--- src/rtl/riscv_alu_arbiter.sv ---
// Purpose: two-requester front end that time-shares a single riscv_alu through an IDLE/EXEC/RESP FSM.
// Latency: a request accepted on edge k raises its resp valid after edge k+1, so it is first sampled high on edge k+2. Throughput is one operation per 3 cycles.
// Backpressure: req ready is offered only in IDLE. A pending response holds valid and result until its resp ready is seen on an edge.
//
// Ports:
//   clk, rst                 clock, asynchronous active-high reset
//   reqN_valid/ready         request handshake for requester N (N = 0, 1)
//   reqN_op/a/b              ALU opcode (riscv_alu_pkg::ALU_*) and 32-bit operands
//   respN_valid/ready        response handshake for requester N
//   respN_result             registered result; 0 unless requester N is the one being answered
//   busy                     FSM is not in IDLE
//   grant_id                 requester owning the ALU; holds its value through IDLE

package riscv_alu_pkg;
    localparam logic [3:0] ALU_ADD          = 4'h0;
    localparam logic [3:0] ALU_SUB          = 4'h1;
    localparam logic [3:0] ALU_AND          = 4'h2;
    localparam logic [3:0] ALU_OR           = 4'h3;
    localparam logic [3:0] ALU_XOR          = 4'h4;
    localparam logic [3:0] ALU_SLT          = 4'h5;
    localparam logic [3:0] ALU_SLTU         = 4'h6;
    localparam logic [3:0] ALU_SHIFTL       = 4'h7;
    localparam logic [3:0] ALU_SHIFTR       = 4'h8;
    localparam logic [3:0] ALU_SHIFTR_ARITH = 4'h9;
endpackage

// Purpose: combinational 32-bit RISC-V style ALU; any undefined opcode yields 0.
// Latency: 0 cycles (pure combinational).
// Backpressure: none.
module riscv_alu (
    input  logic [3:0]  op,
    input  logic [31:0] a,
    input  logic [31:0] b,
    output logic [31:0] result
);
    import riscv_alu_pkg::*;

    logic [4:0] shamt;

    always_comb begin
        shamt  = b[4:0];
        result = '0;
        case (op)
            ALU_ADD:          result = a + b;
            ALU_SUB:          result = a - b;
            ALU_AND:          result = a & b;
            ALU_OR:           result = a | b;
            ALU_XOR:          result = a ^ b;
            ALU_SLT:          result = {31'b0, $signed(a) < $signed(b)};
            ALU_SLTU:         result = {31'b0, a < b};
            ALU_SHIFTL:       result = a << shamt;
            ALU_SHIFTR:       result = a >> shamt;
            ALU_SHIFTR_ARITH: result = $signed(a) >>> shamt;
            default:          result = '0;
        endcase
    end
endmodule

module riscv_alu_arbiter #(
    parameter bit RR_EN = 1'b1
) (
    input  logic        clk,
    input  logic        rst,
    input  logic        req0_valid,
    output logic        req0_ready,
    input  logic [3:0]  req0_op,
    input  logic [31:0] req0_a,
    input  logic [31:0] req0_b,
    output logic        resp0_valid,
    input  logic        resp0_ready,
    output logic [31:0] resp0_result,
    input  logic        req1_valid,
    output logic        req1_ready,
    input  logic [3:0]  req1_op,
    input  logic [31:0] req1_a,
    input  logic [31:0] req1_b,
    output logic        resp1_valid,
    input  logic        resp1_ready,
    output logic [31:0] resp1_result,
    output logic        busy,
    output logic        grant_id
);
    typedef enum logic [1:0] {
        ST_IDLE = 2'd0,
        ST_EXEC = 2'd1,
        ST_RESP = 2'd2
    } state_t;

    state_t      state_q, state_d;
    logic        ptr_q, ptr_d;
    logic        grant_q, grant_d;
    logic [3:0]  op_q, op_d;
    logic [31:0] a_q, a_d;
    logic [31:0] b_q, b_d;
    logic [31:0] result_q, result_d;

    logic        any_req;
    logic        winner;
    logic        resp_ack;
    logic        in_idle;
    logic        in_resp;
    logic [31:0] alu_result;

    // The ALU only ever sees the latched request, never the live inputs.
    riscv_alu u_alu (
        .op     (op_q),
        .a      (a_q),
        .b      (b_q),
        .result (alu_result)
    );

    // Pointer only breaks ties; a lone request always wins.
    always_comb begin
        any_req = req0_valid | req1_valid;
        if (req0_valid && req1_valid) begin
            winner = RR_EN ? ptr_q : 1'b0;
        end else begin
            winner = req1_valid;
        end
    end

    always_comb begin
        in_idle  = (state_q == ST_IDLE);
        in_resp  = (state_q == ST_RESP);
        resp_ack = grant_q ? resp1_ready : resp0_ready;
    end

    always_comb begin
        state_d  = state_q;
        ptr_d    = ptr_q;
        grant_d  = grant_q;
        op_d     = op_q;
        a_d      = a_q;
        b_d      = b_q;
        result_d = result_q;
        case (state_q)
            ST_IDLE: begin
                if (any_req) begin
                    grant_d = winner;
                    op_d    = winner ? req1_op : req0_op;
                    a_d     = winner ? req1_a  : req0_a;
                    b_d     = winner ? req1_b  : req0_b;
                    state_d = ST_EXEC;
                end
            end
            ST_EXEC: begin
                result_d = alu_result;
                state_d  = ST_RESP;
            end
            ST_RESP: begin
                if (resp_ack) begin
                    // Hand the tie-break to whoever was just passed over.
                    ptr_d   = ~grant_q;
                    state_d = ST_IDLE;
                end
            end
            default: state_d = ST_IDLE;
        endcase
    end

    always_ff @(posedge clk or posedge rst) begin
        if (rst) begin
            state_q  <= ST_IDLE;
            ptr_q    <= 1'b0;
            grant_q  <= 1'b0;
            op_q     <= '0;
            a_q      <= '0;
            b_q      <= '0;
            result_q <= '0;
        end else begin
            state_q  <= state_d;
            ptr_q    <= ptr_d;
            grant_q  <= grant_d;
            op_q     <= op_d;
            a_q      <= a_d;
            b_q      <= b_d;
            result_q <= result_d;
        end
    end

    // Ready is masked by rst so a requester holding valid through reset
    // does not see a spurious acceptance while the FSM is forced to IDLE.
    always_comb begin
        req0_ready   = in_idle & ~rst & any_req & ~winner;
        req1_ready   = in_idle & ~rst & any_req &  winner;
        resp0_valid  = in_resp & ~grant_q;
        resp1_valid  = in_resp &  grant_q;
        resp0_result = resp0_valid ? result_q : 32'h0;
        resp1_result = resp1_valid ? result_q : 32'h0;
        busy         = ~in_idle;
        grant_id     = grant_q;
    end
endmodule

--- config.mk ---
export PLATFORM = sky130hd
export DESIGN_NAME = riscv_alu_arbiter
export DESIGN_NICKNAME = d
export VERILOG_FILES = /design/src/rtl/riscv_alu_arbiter.sv
export SDC_FILE = /design/constraint.sdc
export NUM_CORES = 1
export LEC_CHECK = 0
export CORE_MARGIN = 2
export CORE_UTILIZATION = 30
export CTS_CLUSTER_DIAMETER = 80
export DETAILED_ROUTE_END_ITERATION = 6
export PLACE_DENSITY_LB_ADDON = 0.12
export REMOVE_ABC_BUFFERS = 1
export SYNTH_ARGS = -nofsm -noshare
export SYNTH_HDL_FRONTEND = slang
export SYNTH_SLANG_ARGS = --single-unit
export TNS_END_PERCENT = 100
--- constraint.sdc ---
create_clock -name clk -period 5 [get_ports clk]
set_input_delay 0.5 -clock clk [delete_from_list [all_inputs] [get_ports clk]]
set_output_delay 0.5 -clock clk [all_outputs]
set_load 0.01 [all_outputs]
Fig. 1: run 1, floorplan with the power grid
Bar = 50 um. Pins as bars on the die edge. Tap cells in gray.
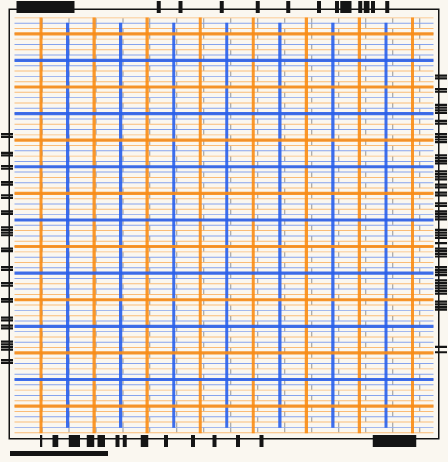
legend:
  VDD:
    color: blue
  VSS:
    color: orange
tap cells: 600
rows: 78
signal pins: 212
met1 rails: 79
met5 straps: 15

Fig. 2: run 1, a small window of the routed layout
Region (152, 42) to (177, 67) um. Cells in gray, sequential cells in the stronger gray; small squares are vias.
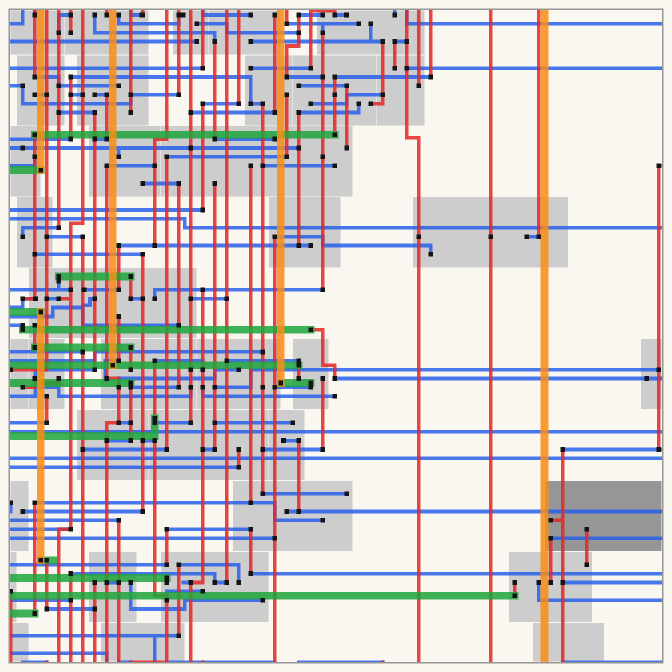
legend:
  metal 1:
    color: blue
  metal 2:
    color: red
  metal 3:
    color: green
  metal 4:
    color: orange
most frequent: nor2_1 (4), a21oi_1 (3), ha_1 (3)
sequential cells in the window: 0
cells with their middle in the window: 32

Fig. 3: run 1, wiring by layer
Only two layers are drawn.
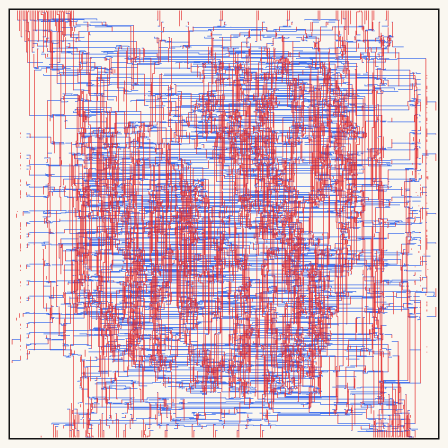
legend:
  metal 2:
    color: red
    wire_length: 28.1 mm
  metal 1:
    color: blue
    wire_length: 28.9 mm

==> results.rst, run 1 <==
Physical design figures
=======================

.. list-table::
   :header-rows: 1

   * - Metric
     - Value
   * - Final-layout setup total negative slack
     - 0 ns
   * - Final-report max-slew violation count
     - 0
   * - DRC violations left
     - 0
   * - Fraction of the cycle the final worst path needs
     - 78.2%
   * - Num Clock Sinks
     - 104
   * - Clock latency at the later pin of the worst-skew pair
     - 0.41 ns
   * - Most instantiated flip-flop cell in the synthesis netlist
     - sky130_fd_sc_hd__dfrtp_1
   * - Clock buffer count from CTS
     - 9
   * - Proportion of total power due to net switching
     - 59.4%
   * - Power drawn by the sequential cells
     - 0.00188 W
   * - Leakage power figure
     - 7.19 nW
   * - CP max FO
     - 19
   * - Worst reg2reg path startpoint
     - b_q[0]
   * - Fraction of registers with async set/reset
     - 100%
   * - Relative contribution of combinational cells to total power
     - 80.6%
   * - Detailed-route wire length on metal 1
     - 28.9 mm
   * - Tightest hold margin
     - 0.499 ns
   * - Main power-consuming group
     - combinational logic
   * - Run status
     - complete, no violations
   * - Gates resized, CTS repair
     - 0
   * - Number of buffers on the longest clock path
     - 2
   * - Max-slew headroom at the worst pin
     - 20.2%
   * - Kind of end point of the critical path
     - register
   * - Sink of the worst hold path
     - result_q[8]
   * - Reported combinational group power
     - 0.0110 W
   * - Reg2reg setup slack
     - 1.09 ns
   * - Number of violations of the max-capacitance limit
     - 0
   * - Register bit count reported by yosys
     - 104
   * - Depth of the CTS H-tree
     - 3
   * - Total wirelength of the detailed-routed design
     - 63.8 mm
   * - Gr busiest metal
     - met2
   * - Comb. cell area
     - 10,200 um^2
   * - GR Util met2
     - 40.9%
   * - Total cells reported by yosys after synthesis
     - 1,787
   * - Largest area contributor in the synthesized netlist
     - sky130_fd_sc_hd__dfrtp_1
   * - Clock group total power
     - 0.000779 W
   * - First DRT Iteration DRCs
     - 1,491
   * - Final RePlAce weighted congestion
     - 0.997
   * - Overflow after GRT
     - 0
   * - First-pass DRT Iterations
     - 6
   * - Drt via density
     - 5.81
   * - Core Density at Floorplan
     - 30.5%
   * - End point of the critical path
     - result_q[8]
   * - Critical Path RT
     - 5.26 ns
   * - Netlist area before placement
     - 13,900 um^2
   * - Clock root buffer
     - sky130_fd_sc_hd__clkbuf_16
   * - Count of synthesis-stage warnings from yosys
     - 0
   * - Met2 wire len
     - 28.1 mm
   * - Clock group share of total power
     - 5.7%
   * - Area share, top type
     - 18.8%
   * - Number of hold buffers added after CTS
     - 0
   * - TritonCTS clock tree
     - done
   * - Worst r2r path cells
     - 10
   * - Final cell count without fillers
     - 2,525
   * - Buffers added on ports
     - 211
   * - Routed wire per std cell
     - 25.3 um
   * - Hold path depth
     - 2
   * - Count of cell types in the netlist
     - 92
   * - Chip height
     - 219 um
   * - Power density cells
     - 814 nW/um^2
   * - Critical path type
     - reg -> reg
   * - Internal power summed over all cells
     - 0.00555 W
   * - Number of vias in the routed layout
     - 14,675
   * - Metal3 WL
     - 4.95 mm
   * - HPWL after detailed placement
     - 50.2 mm
   * - Total placed cells including tap cells
     - 2,508
   * - Endpoint of the worst register-to-register path
     - result_q[8]
   * - Width of the die
     - 219 um
   * - Ports placed on the boundary
     - 212
   * - Gate Count Post-Synth
     - 1,787
   * - Worst setup startpoint
     - b_q[0]
   * - Part of the power in registers
     - 13.7%
   * - Net switching component of the power
     - 0.00812 W
   * - Wire length of the first global-routing pass
     - 93.9 mm
   * - Sort of element at the start of the critical path
     - register
   * - Average cell area after synthesis
     - 7.75 um^2
   * - Final net count
     - 2,162
   * - Startpoint of the worst hold path
     - result_q[8]
   * - Final Critical Period
     - 3.91 ns
   * - Number of global-route vias before repair
     - 13,963
   * - Worst slack, placed
     - 1.21 ns
   * - RSZ-0062 raised after global routing
     - no
   * - Top post-synthesis cells by area
     - sky130_fd_sc_hd__dfrtp_1 (19%), sky130_fd_sc_hd__ha_1 (8.9%), sky130_fd_sc_hd__mux2i_1 (8.6%)
   * - Final clock skew
     - 0.0137 ns
   * - Tally of filler cells in the layout
     - 4,835
   * - Clock-pin slew of the registers on the worst-case setup and hold paths
     - 0.08 ns
   * - Flip-flop and latch area
     - 2610 um^2
   * - Final count of negative-setup-slack endpoints
     - 0
   * - Number of nets still failing antenna checks after routing
     - 0
   * - Met1 Track Usage GR
     - 37.6%
   * - WP data arrival
     - 4.17 ns
   * - End-of-flow core utilization
     - 37.0%
   * - Cell Area, Placed
     - 16,500 um^2
   * - Final critical-path setup slack
     - 1.09 ns
   * - Routing usage on met3
     - 4.20%
   * - Share of the yosys chip area belonging to registers
     - 18.8%
   * - Die Size
     - 47,900 um^2
   * - Area grow syn2layout
     - 21.3%
   * - Antenna violations before repair
     - 3
   * - Post-CTS Repair Setup Buffers
     - 0
   * - Num rows
     - 78
   * - Endpoints failing hold
     - 0
   * - Count of flip-flops with a built-in enable after synthesis
     - 0
   * - Design area
     - 16,800 um^2
   * - Slew at the pin with the worst max-slew slack
     - 1.19 ns
   * - Fraction of layout instances using a drive strength above 1
     - 8.94%
   * - Final Total Pwr
     - 0.0137 W
   * - Combined global-route utilization of all metal layers
     - 26.6%
   * - Core Footprint
     - 45,500 um^2
==> run 1: state kept, by name (all words and copies together) (netlist names) <==
name,flops
ptr_q,1
op_q,4
a_q,32
b_q,32
grant_id,1
result_q,32
state_q,2
==> run 1: cell usage in the layout (no fill, tap or decap), types with 13 or more instances in the layout <==
cell                              count
sky130_fd_sc_hd__o21ai_1             13
sky130_fd_sc_hd__nand2b_1            26
sky130_fd_sc_hd__o21ai_0            107
sky130_fd_sc_hd__a31oi_1             17
sky130_fd_sc_hd__nor3_1              28
sky130_fd_sc_hd__nor2_1             231
sky130_fd_sc_hd__mux2i_1            119
sky130_fd_sc_hd__dfrtp_1            100
sky130_fd_sc_hd__nor2b_1             14
sky130_fd_sc_hd__mux4_2              41
sky130_fd_sc_hd__inv_1               95
sky130_fd_sc_hd__ha_1                99
sky130_fd_sc_hd__and3_1              41
sky130_fd_sc_hd__and2_1              38
sky130_fd_sc_hd__a221oi_1            21
sky130_fd_sc_hd__buf_4               60
sky130_fd_sc_hd__o211ai_1            23
sky130_fd_sc_hd__a211oi_1            32
sky130_fd_sc_hd__clkdlybuf4s50_1    211
sky130_fd_sc_hd__nand3_1             17
sky130_fd_sc_hd__a21oi_1            195
sky130_fd_sc_hd__nand2_1            123
==> run 1: Yosys cell counts, drive strengths merged (11+ instances only) <==
| cell type | count |
|---|---|
| nand2 | 123 |
| o211ai | 24 |
| and2 | 38 |
| dfrtp | 104 |
| a211oi | 34 |
| o221ai | 12 |
| nor4 | 13 |
| nand3 | 19 |
| mux4 | 45 |
| nand2b | 26 |
| o21ai | 121 |
| and3 | 41 |
| inv | 99 |
| mux2i | 119 |
| a21oi | 197 |
| ha | 99 |
| clkbuf | 78 |
| a31oi | 17 |
| nor3 | 30 |
| buf | 71 |
| a221oi | 23 |
| a21o | 11 |
| nor2 | 233 |
| a22o | 13 |
| nor2b | 15 |
==> run 1: worst max-delay path, cell delays in order, from the launching register on <==
cell and delay (ns):
sky130_fd_sc_hd__dfrtp_2 0.59, sky130_fd_sc_hd__ha_1 0.35, sky130_fd_sc_hd__fa_1 0.43, sky130_fd_sc_hd__a21oi_1 0.26, sky130_fd_sc_hd__o21ai_1 0.19, sky130_fd_sc_hd__a21oi_1 0.30, sky130_fd_sc_hd__o21ai_0 0.22, sky130_fd_sc_hd__a221oi_1 0.31
sky130_fd_sc_hd__a21oi_1 0.12, sky130_fd_sc_hd__a2111oi_0 0.82, sky130_fd_sc_hd__o21ai_0 0.15
==> run 1: cell families after synthesis <==
family	count (synthesis)	share of synthesized area [%]
adder cells (fa/ha/maj)	101	9.23
AND/OR/NAND/NOR	578	19.6
multiplexers	174	16.8
buffers and inverters	249	7.95
flip-flops	104	18.8
AND-OR/OR-AND	566	26.7
XOR/XNOR	15	0.948
==> run 1: layout make-up <==
| cell class | count | share of cell area (%) |
|---|---|---|
| Tap cell | 600 | 4.47 |
| Timing Repair Buffer | 271 | 15.2 |
| Clock buffer | 13 | 1.49 |
| Multi-Input combinational cell | 1434 | 60.8 |
| Inverter | 99 | 2.23 |
| Clock inverter | 3 | 0.253 |
| Sequential cell | 104 | 15.5 |
| Antenna cell | 1 | 0.0149 |
==> run 2, diff against run 1 <==
==> constraint.sdc (replaced) <==
create_clock -name clk -period 3.7 [get_ports clk]
set_input_delay 0.37 -clock clk [delete_from_list [all_inputs] [get_ports clk]]
set_output_delay 0.37 -clock clk [all_outputs]
set_load 0.01 [all_outputs]
Fig. 4: run 2, floorplan with the power grid
Bar = 50 um. Pins as bars on the die edge. Tap cells in gray.
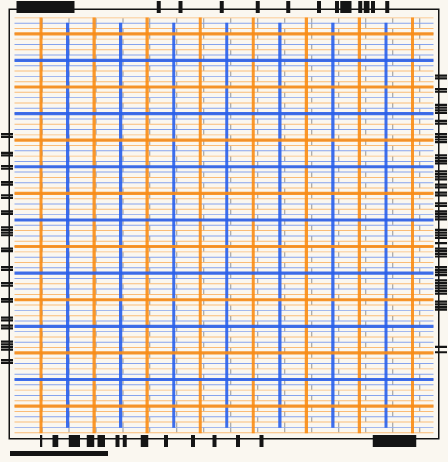
legend:
  VDD:
    color: blue
  VSS:
    color: orange
tap cells: 600
met1 rails: 79
met5 straps: 15
signal pins: 212
met4 straps: 15

==> results.rst, run 2 <==
Physical design figures
=======================

.. list-table::
   :header-rows: 1

   * - Metric
     - Value
   * - Run status
     - complete, no violations (unchanged)
   * - End point of the critical path
     - result_q[3] (was result_q[8])
   * - Final clock skew
     - 0.0151 ns (was 0.0137 ns)
   * - Most used standard cell by instance count after synthesis
     - sky130_fd_sc_hd__nor2_1 (unchanged)
   * - TritonCTS clock tree
     - done (unchanged)
   * - Overflow after GRT
     - 0 (unchanged)
   * - Max-slew headroom at the worst pin
     - 16.6% (was 20.2%)
   * - Combined global-route utilization of all metal layers
     - 27.5% (was 26.6%)
   * - Core Footprint
     - 45,500 um^2 (unchanged)
   * - Final net count
     - 2,249 (was 2,162)
   * - Reg2reg setup slack
     - 0.20 ns (was 1.09 ns)
   * - Gate Count Post-Synth
     - 1,787 (unchanged)
   * - Total placed cells including tap cells
     - 2,595 (was 2,508)
   * - Die Size
     - 47,900 um^2 (unchanged)
   * - First DRT Iteration DRCs
     - 1,388 (was 1,491)
   * - Count of synthesis-stage warnings from yosys
     - 0 (unchanged)
   * - Sort of element at the start of the critical path
     - register (unchanged)
   * - Final-report max-slew violation count
     - 0 (unchanged)
   * - Clock latency at the later pin of the worst-skew pair
     - 0.41 ns (about the same)
   * - Top post-synthesis cells by area
     - sky130_fd_sc_hd__dfrtp_1 (19%), sky130_fd_sc_hd__ha_1 (8.9%), sky130_fd_sc_hd__mux2i_1 (8.6%) (unchanged)
   * - Register bit count reported by yosys
     - 104 (unchanged)
   * - Drt via density
     - 5.68 (was 5.81)
   * - Clock-pin slew of the registers on the worst-case setup and hold paths
     - 0.07 ns (was 0.08 ns)
   * - Worst slack, placed
     - 0.245 ns (was 1.21 ns)
   * - Worst r2r path cells
     - 10 (unchanged)
   * - Post-CTS Repair Setup Buffers
     - 0 (unchanged)
   * - Num Clock Sinks
     - 104 (unchanged)
   * - RSZ-0062 raised after global routing
     - no (unchanged)
   * - Share of the yosys chip area belonging to registers
     - 18.8% (unchanged)
   * - Gates resized, CTS repair
     - 0 (unchanged)
   * - Most common cell after layout, fill and taps aside
     - sky130_fd_sc_hd__nor2_1 (unchanged)
   * - First-pass DRT Iterations
     - 6 (unchanged)
   * - Power density cells
     - 1120 nW/um^2 (was 814 nW/um^2)
   * - Routed wire per std cell
     - 25.4 um (was 25.3 um)
   * - Number of hold buffers added after CTS
     - 0 (unchanged)
   * - Number of vias in the routed layout
     - 14,843 (was 14,675)
   * - Final count of negative-setup-slack endpoints
     - 0 (unchanged)
   * - Fraction of registers with async set/reset
     - 100% (unchanged)
   * - CP max FO
     - 85 (was 19)
   * - Worst setup startpoint
     - b_q[1] (was b_q[0])
   * - Critical path type
     - reg -> reg (unchanged)
   * - Count of flip-flops with a built-in enable after synthesis
     - 0 (unchanged)
   * - Kind of end point of the critical path
     - register (unchanged)
   * - Clock root buffer
     - sky130_fd_sc_hd__clkbuf_16 (unchanged)
   * - Final RePlAce weighted congestion
     - 0.960 (was 0.997)
   * - Ant. Diodes
     - 0 (was 1)
   * - HPWL after detailed placement
     - 53.1 mm (was 50.2 mm)
   * - Total wirelength of the detailed-routed design
     - 66.2 mm (was 63.8 mm)
   * - Number of nets still failing antenna checks after routing
     - 0 (unchanged)
   * - Width of the die
     - 219 um (unchanged)
   * - Clock buffer count from CTS
     - 9 (unchanged)
   * - Biggest regs
     - a_q: 32 flops, b_q: 32 flops, result_q: 32 flops (unchanged)
   * - Buffers added on ports
     - 211 (unchanged)
   * - Core Density at Floorplan
     - 30.5% (unchanged)
   * - Final Critical Period
     - 3.50 ns (was 3.91 ns)
   * - Number of global-route vias before repair
     - 14,207 (was 13,963)
   * - Most instantiated flip-flop cell in the synthesis netlist
     - sky130_fd_sc_hd__dfrtp_1 (unchanged)
   * - Slew at the pin with the worst max-slew slack
     - 1.22 ns (was 1.19 ns)
   * - Fraction of layout instances using a drive strength above 1
     - 12.9% (was 8.94%)
   * - Leakage power figure
     - 7.62 nW (was 7.19 nW)
   * - Critical Path RT
     - 3.96 ns (was 5.26 ns)
   * - Wire length of the first global-routing pass
     - 97.2 mm (was 93.9 mm)
   * - DRC violations left
     - 0 (unchanged)
   * - Highest-count cells in the layout ignoring fill and taps
     - sky130_fd_sc_hd__nor2_1 (230), sky130_fd_sc_hd__clkdlybuf4s50_1 (211), sky130_fd_sc_hd__a21oi_1 (195) (was sky130_fd_sc_hd__nor2_1 (231), sky130_fd_sc_hd__clkdlybuf4s50_1 (211), sky130_fd_sc_hd__a21oi_1 (195))
   * - Largest area contributor in the synthesized netlist
     - sky130_fd_sc_hd__dfrtp_1 (unchanged)
   * - Chip height
     - 219 um (unchanged)
   * - Number of buffers on the longest clock path
     - 2 (unchanged)
   * - Total cells reported by yosys after synthesis
     - 1,787 (unchanged)
   * - Endpoints failing hold
     - 0 (unchanged)
   * - Depth of the CTS H-tree
     - 3 (unchanged)
   * - Area share, top type
     - 18.8% (unchanged)
   * - Area grow syn2layout
     - 26.3% (was 21.3%)
   * - Antenna violations before repair
     - 1 (was 3)
   * - Ports placed on the boundary
     - 212 (unchanged)
   * - Fraction of the cycle the final worst path needs
     - 94.5% (was 78.2%)
   * - Netlist area before placement
     - 13,900 um^2 (unchanged)
   * - Tally of filler cells in the layout
     - 4,839 (was 4,835)
   * - Endpoint of the worst register-to-register path
     - result_q[3] (was result_q[8])
   * - Top post-synthesis cells by count
     - sky130_fd_sc_hd__nor2_1 (233), sky130_fd_sc_hd__a21oi_1 (195), sky130_fd_sc_hd__nand2_1 (123) (unchanged)
   * - Final cell count without fillers
     - 2,611 (was 2,525)
Fig. 5: run 2, metal 4
Cells faint in the background.
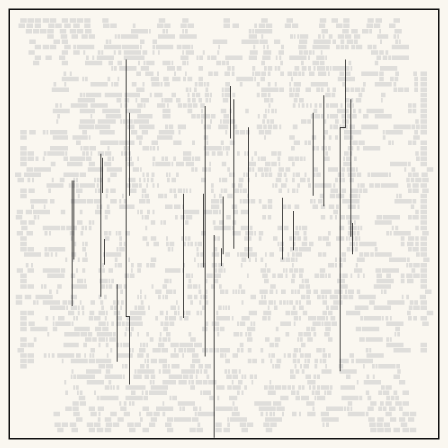
nets with wire on the layer: 22
share of all routed wire: 2.1%
main direction: vertical
longest straight run: 131 um
wire length on this layer: 1,390 um

run 2: area by class of cell:
type	count	area, um^2	share of cell area (%)
Clock buffer	14	264	1.51
Clock inverter	2	37.5	0.214
Inverter	99	374	2.14
Multi-Input combinational cell	1434	10200	58.3
Sequential cell	104	2610	14.9
Tap cell	600	751	4.29
Timing Repair Buffer	358	3270	18.7
run 2: worst max-delay path, stage by stage, from the launching register on:
cell                        delay (ns)
sky130_fd_sc_hd__dfrtp_4          0.52
sky130_fd_sc_hd__buf_12           0.40
sky130_fd_sc_hd__mux2i_1          0.38
sky130_fd_sc_hd__mux2i_1          0.26
sky130_fd_sc_hd__nand2_1          0.14
sky130_fd_sc_hd__nand2_1          0.06
sky130_fd_sc_hd__a32oi_1          0.41
sky130_fd_sc_hd__a21oi_1          0.25
sky130_fd_sc_hd__a2111oi_0        0.58
sky130_fd_sc_hd__buf_4            0.22
sky130_fd_sc_hd__o21ai_0          0.06
run 2: cells by family after synthesis:
| logic type | share of synthesized area (%) |
|---|---|
| mux | 16.8 |
| simple gates | 19.6 |
| flops | 18.8 |
| xor+xnor | 0.948 |
| fa+ha+maj | 9.23 |
| compound gates | 26.7 |
| buf+inv | 7.95 |
run 2: worst min-delay path by stage:
stage / start / to / slack [ns] / depth (start not counted)
finish: result_q[1] / result_q[1] / 0.49 / 2
detailed placement: result_q[1] / result_q[1] / 0.49 / 2
CTS: result_q[1] / result_q[1] / 0.50 / 2
global route: result_q[6] / result_q[6] / 0.54 / 2
floorplan: result_q[17] / result_q[17] / 0.46 / 2
global placement: result_q[1] / result_q[1] / 0.48 / 2
run 2: per-layer routing:
metal	GRT usage [%]	vias up	wire (um)
met1	39.4	7285	31200
met3	3.98	57	4110
met2	42.9	545	29500
met4	7.84	0	1390
met5	0	-	0
li1	-	6956	-
run 2: metrics by stage:
stage / TNS [ns] / instance area, um^2
2_1_floorplan: -361.63 / 13100
3_3_place_gp: 0 / 17200
3_5_place_dp: 0 / 17200
4_1_cts: 0 / 17500
5_1_grt: 0 / 17500
6_report: 0 / 17500
run 2: report_power, final:
part           internal, W  switching, W  leakage, nW
combinational      0.00612        0.0101         6.26
sequential         0.00164      0.000716         1.22
clock             0.000562      0.000493        0.143
total              0.00833        0.0113         7.62
==> run 3, diff against run 2 <==
--- a/config.mk
+++ b/config.mk
@@ -7,6 +7,7 @@
 export LEC_CHECK = 0
 export CORE_MARGIN = 2
 export CORE_UTILIZATION = 30
+export CTS_BUF_LIST = sky130_fd_sc_hd__clkbuf_4 sky130_fd_sc_hd__clkbuf_8
 export CTS_CLUSTER_DIAMETER = 80
 export DETAILED_ROUTE_END_ITERATION = 6
 export PLACE_DENSITY_LB_ADDON = 0.12
Fig. 6: run 3, wiring by layer
Only two layers are drawn.
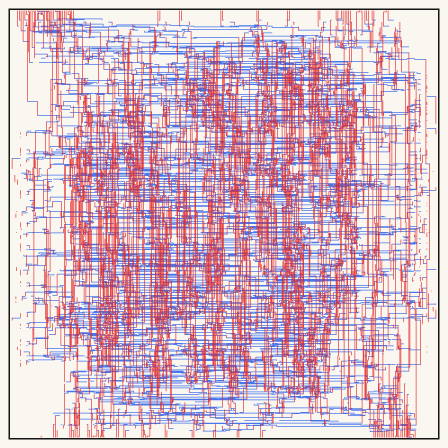
legend:
  metal 1:
    color: blue
    wire_length: 31.2 mm
  metal 2:
    color: red
    wire_length: 29.4 mm

==> results.rst, run 3 <==
Physical design figures
=======================

.. list-table::
   :header-rows: 1

   * - Metric
     - Value
   * - Simple-gate share of the synthesized area
     - 19.6% (unchanged)
   * - Critical Path RT
     - 4.10 ns (was 3.96 ns)
   * - Gate Count Post-Synth
     - 1,787 (unchanged)
   * - Critical Path Max Stage Delay
     - 0.58 ns (about the same)
   * - Count of synthesis-stage warnings from yosys
     - 0 (unchanged)
   * - Core Footprint
     - 45,500 um^2 (unchanged)
   * - Number of nets still failing antenna checks after routing
     - 0 (unchanged)
   * - Most instantiated flip-flop cell in the synthesis netlist
     - sky130_fd_sc_hd__dfrtp_1 (unchanged)
   * - Number of global-route vias before repair
     - 14,242 (was 14,207)
   * - IR Drop Worst-Case VDD
     - 0.000358 V (was 0.000366 V)
   * - HPWL after detailed placement
     - 53.1 mm (unchanged)
   * - Average cell area after synthesis
     - 7.75 um^2 (unchanged)
   * - Routed wire per std cell
     - 25.3 um (was 25.4 um)
   * - Overflow after GRT
     - 0 (unchanged)
   * - Clock-pin slew of the registers on the worst-case setup and hold paths
     - 0.12 ns (was 0.07 ns)
   * - CP Buf/Inv Count
     - 1 (was 2)
   * - Depth of the CTS H-tree
     - 3 (unchanged)
   * - End-of-flow core utilization
     - 38.3% (was 38.5%)
   * - Final net count
     - 2,249 (unchanged)
   * - Number of hold buffers added after CTS
     - 0 (unchanged)
   * - Fraction of layout instances using a drive strength above 1
     - 13.0% (was 12.9%)
   * - Fraction of registers with async set/reset
     - 100% (unchanged)
   * - First-pass DRT Iterations
     - 6 (unchanged)
   * - Width of the die
     - 219 um (unchanged)
   * - Area of the synthesized netlist per yosys stat
     - 13,900 um^2 (unchanged)
   * - Main kind of combinational logic by area
     - AND-OR/OR-AND gates (unchanged)
   * - Final count of negative-setup-slack endpoints
     - 0 (unchanged)
   * - TritonCTS clock tree
     - done (unchanged)
   * - Highest Clock Rate
     - 0.287 GHz (was 0.286 GHz)
   * - Internal power summed over all cells
     - 0.00813 W (was 0.00833 W)
   * - Ant. Diodes
     - 0 (unchanged)
   * - Highest-count cells in the layout ignoring fill and taps
     - sky130_fd_sc_hd__nor2_1 (230), sky130_fd_sc_hd__clkdlybuf4s50_1 (211), sky130_fd_sc_hd__a21oi_1 (195) (unchanged)
   * - Count of flip-flops with a built-in enable after synthesis
     - 0 (unchanged)
   * - Antenna violations before repair
     - 1 (unchanged)
   * - Area grow syn2layout
     - 25.7% (was 26.3%)
   * - Area share of xor/xnor cells in the synthesized design
     - 0.948% (unchanged)
   * - Endpoints failing hold
     - 0 (unchanged)
   * - Power density cells
     - 1120 nW/um^2 (about the same)
   * - Clock root buffer
     - sky130_fd_sc_hd__clkbuf_8 (was sky130_fd_sc_hd__clkbuf_16)
   * - Biggest regs
     - a_q: 32 flops, b_q: 32 flops, result_q: 32 flops (unchanged)
   * - Ports placed on the boundary
     - 212 (unchanged)
   * - Top post-synthesis cells by area
     - sky130_fd_sc_hd__dfrtp_1 (19%), sky130_fd_sc_hd__ha_1 (8.9%), sky130_fd_sc_hd__mux2i_1 (8.6%) (unchanged)
   * - Slew at the pin with the worst max-slew slack
     - 1.10 ns (was 1.22 ns)
   * - Most common cell after layout, fill and taps aside
     - sky130_fd_sc_hd__nor2_1 (unchanged)
   * - Part of the power in registers
     - 12.1% (was 12.0%)
   * - Relative contribution of combinational cells to total power
     - 83.5% (was 82.6%)
   * - Fraction of the cycle the final worst path needs
     - 94.3% (was 94.5%)
   * - DRC violations left
     - 0 (unchanged)
   * - Max-slew headroom at the worst pin
     - 25.1% (was 16.6%)
   * - Clock latency at the later pin of the worst-skew pair
     - 0.48 ns (was 0.41 ns)
   * - Share of the yosys chip area belonging to registers
     - 18.8% (unchanged)
   * - Final RePlAce weighted congestion
     - 0.960 (unchanged)
   * - Proportion of total power due to net switching
     - 58.1% (was 57.6%)
   * - Final-report max-slew violation count
     - 0 (unchanged)
   * - Top post-synthesis cells by count
     - sky130_fd_sc_hd__nor2_1 (233), sky130_fd_sc_hd__a21oi_1 (195), sky130_fd_sc_hd__nand2_1 (123) (unchanged)
   * - Cell family with most CP delay
     - AND-OR/OR-AND gates (unchanged)
   * - Final Critical Period
     - 3.49 ns (was 3.50 ns)
   * - First DRT Iteration DRCs
     - 1,346 (was 1,388)
   * - Mux share
     - 16.8% (unchanged)
   * - Total cells reported by yosys after synthesis
     - 1,787 (unchanged)
   * - Num Clock Sinks
     - 104 (unchanged)
   * - Final-layout setup total negative slack
     - 0 ns (unchanged)
   * - Number of warnings in the stage logs
     - 92 (unchanged)
   * - Sort of element at the start of the critical path
     - register (unchanged)
   * - Register bit count reported by yosys
     - 104 (unchanged)
   * - Buffers added on ports
     - 211 (unchanged)
   * - List of cells traversed by the critical path
     - inv_1 > ha_1 > o21bai_1 > a221oi_2 > nor4_1 > o21bai_1 > o211ai_1 > nand3b_1 > a21oi_1 > mux2_2 > a211oi_2 (was buf_12 > mux2i_1 > mux2i_1 > nand2_1 > nand2_1 > a32oi_1 > a21oi_1 > a2111oi_0 > buf_4 > o21ai_0)
   * - Count of cell types in the netlist
     - 92 (unchanged)
   * - Clock group share of total power
     - 4.3% (was 5.4%)
   * - Area share, top type
     - 18.8% (unchanged)
   * - Num rows
     - 78 (unchanged)
   * - Most used standard cell by instance count after synthesis
     - sky130_fd_sc_hd__nor2_1 (unchanged)
   * - Die Size
     - 47,900 um^2 (unchanged)
   * - Wire length of the first global-routing pass
     - 97.1 mm (was 97.2 mm)
   * - Total wirelength of the detailed-routed design
     - 66.2 mm (about the same)
   * - Final clock skew
     - 0.0241 ns (was 0.0151 ns)
   * - Cell with the largest stage delay on the worst path
     - sky130_fd_sc_hd__dfrtp_4 (was sky130_fd_sc_hd__a2111oi_0)
   * - Chip height
     - 219 um (unchanged)
   * - Clock buffer count from CTS
     - 9 (unchanged)
   * - WP data arrival
     - 3.89 ns (was 3.76 ns)
   * - Drt via density
     - 5.69 (was 5.68)
   * - Net switching component of the power
     - 0.0113 W (about the same)
   * - Run status
     - complete, no violations (unchanged)
   * - Most frequent cell on the critical path
     - sky130_fd_sc_hd__o21bai_1
   * - Critical path type
     - reg -> reg (unchanged)
   * - Kind of end point of the critical path
     - register (unchanged)
   * - CP max FO
     - 11 (was 85)
   * - Path class of the lowest-slack min-delay path
     - in -> async (was reg -> reg)
   * - Number of vias in the routed layout
     - 14,855 (was 14,843)
   * - RSZ-0062 raised after global routing
     - no (unchanged)
   * - Largest area contributor in the synthesized netlist
     - sky130_fd_sc_hd__dfrtp_1 (unchanged)
   * - Largest net degree at the start of global routing
     - 86 (unchanged)
   * - Arithmetic-cell share of the synthesized area counting full adders, half adders and majority gates
     - 9.23% (unchanged)
   * - Leakage power figure
     - 7.58 nW (was 7.62 nW)
   * - Combined global-route utilization of all metal layers
     - 27.5% (about the same)
   * - Netlist area before placement
     - 13,900 um^2 (unchanged)
   * - Ao+oa area frac
     - 26.7% (unchanged)
   * - Number of buffers on the longest clock path
     - 2 (unchanged)
   * - Number of violations of the max-capacitance limit
     - 0 (unchanged)
   * - Core Density at Floorplan
     - 30.5% (unchanged)
Fig. 7: run 3, a small window of the routed layout
Region (152, 42) to (177, 67) um. Cells in gray, sequential cells in the stronger gray; small squares are vias.
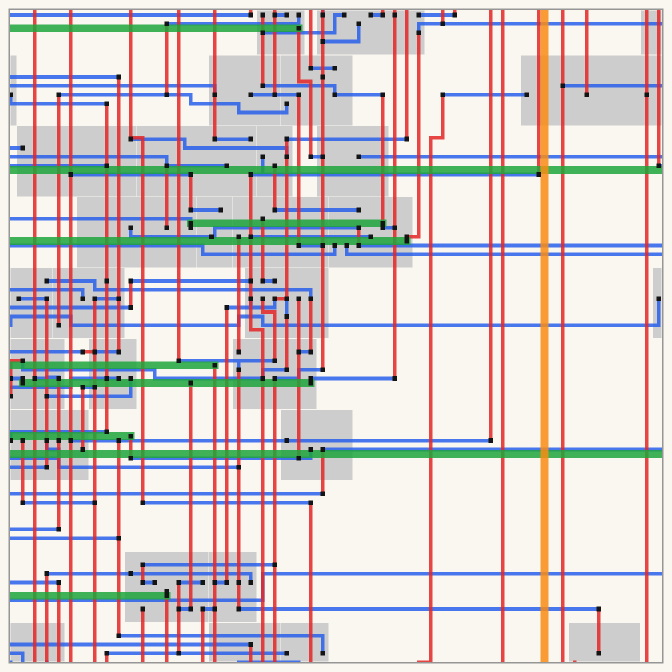
legend:
  metal 1:
    color: blue
  metal 3:
    color: green
  metal 2:
    color: red
  metal 4:
    color: orange
most frequent: buf_4 (5), a21oi_1 (3), ha_1 (3)
sequential cells in the window: 0
cells with their middle in the window: 27

run 3: cell counts after synthesis:
No cell type changed its count.
run 3: power by group through the flow:
stage	Combinational, W	Sequential (W)	Clock [W]
2_1_floorplan	0.00927	0.00268	0
3_3_place_gp	0.0159	0.00236	0
3_5_place_dp	0.0158	0.00238	0
4_1_cts	0.0159	0.00235	0.000881
5_1_grt	0.0174	0.00245	0.000894
6_report	0.0162	0.00235	0.000842
run 3: layer usage:
metal / vias to the layer above / routed length, um / track usage, %
li1: 6944 / - / -
met1: 7293 / 31200 / 39.2
met2: 555 / 29400 / 43.0
met3: 63 / 4130 / 4.02
met4: 0 / 1420 / 7.73
met5: - / 0 / 0
run 3: repair_timing:
item,4_1_cts,5_1_grt
gates resized,0,3
setup buffers,0,0
setup endpoints to repair,0,3
run 3: logic make-up (layout without fill, tap and decap cells):
kind of cell             after synthesis  in the layout
buffers and inverters                249            473
flip-flops                           104            104
AND/OR/NAND/NOR                      578            578
XOR/XNOR                              15             15
AND-OR/OR-AND                        566            566
adder cells (fa/ha/maj)              101            101
multiplexers                         174            174
run 3: per-stage QoR:
step	power (W)	instance area (um^2)	hold WS, ns	instances	setup WS (ns)
after floorplan	0.0120	13100	0.455	1637	-4.74
after global placement	0.0183	17200	0.478	2595	0.294
after detailed placement	0.0182	17200	0.487	2595	0.245
after CTS	0.0192	17400	0.463	2611	0.229
after global routing	0.0207	17400	0.531	2611	0.0179
final	0.0194	17400	0.472	2611	0.212
run 3: tightest hold or removal path, delay by kind of cell:
family / cells / cell delay, ns
buffers and inverters: 3 / 1.11
run 3: layout make-up:
cell class | instances | area (um^2)
Clock inverter | 2 | 37.5
Fill cell | 4851 | 28100
Sequential cell | 104 | 2610
Multi-Input combinational cell | 1434 | 10200
Tap cell | 600 | 751
Inverter | 99 | 374
Clock buffer | 14 | 174
Timing Repair Buffer | 358 | 3270
run 3: path summary, 6_finish.rpt:
check	from	to	slack [ns]	cells past startpoint
max in group asynchronous	rst	b_q[1]	1.95	4
max	b_q[1]	result_q[31]	0.21	11
min in group clk	resp1_ready	ptr_q	0.49	4
min reg2reg	result_q[1]	result_q[1]	0.50	2
max reg2reg	b_q[1]	result_q[31]	0.21	11
min	rst	ptr_q	0.47	3
Power and IR drop assume default switching activity.
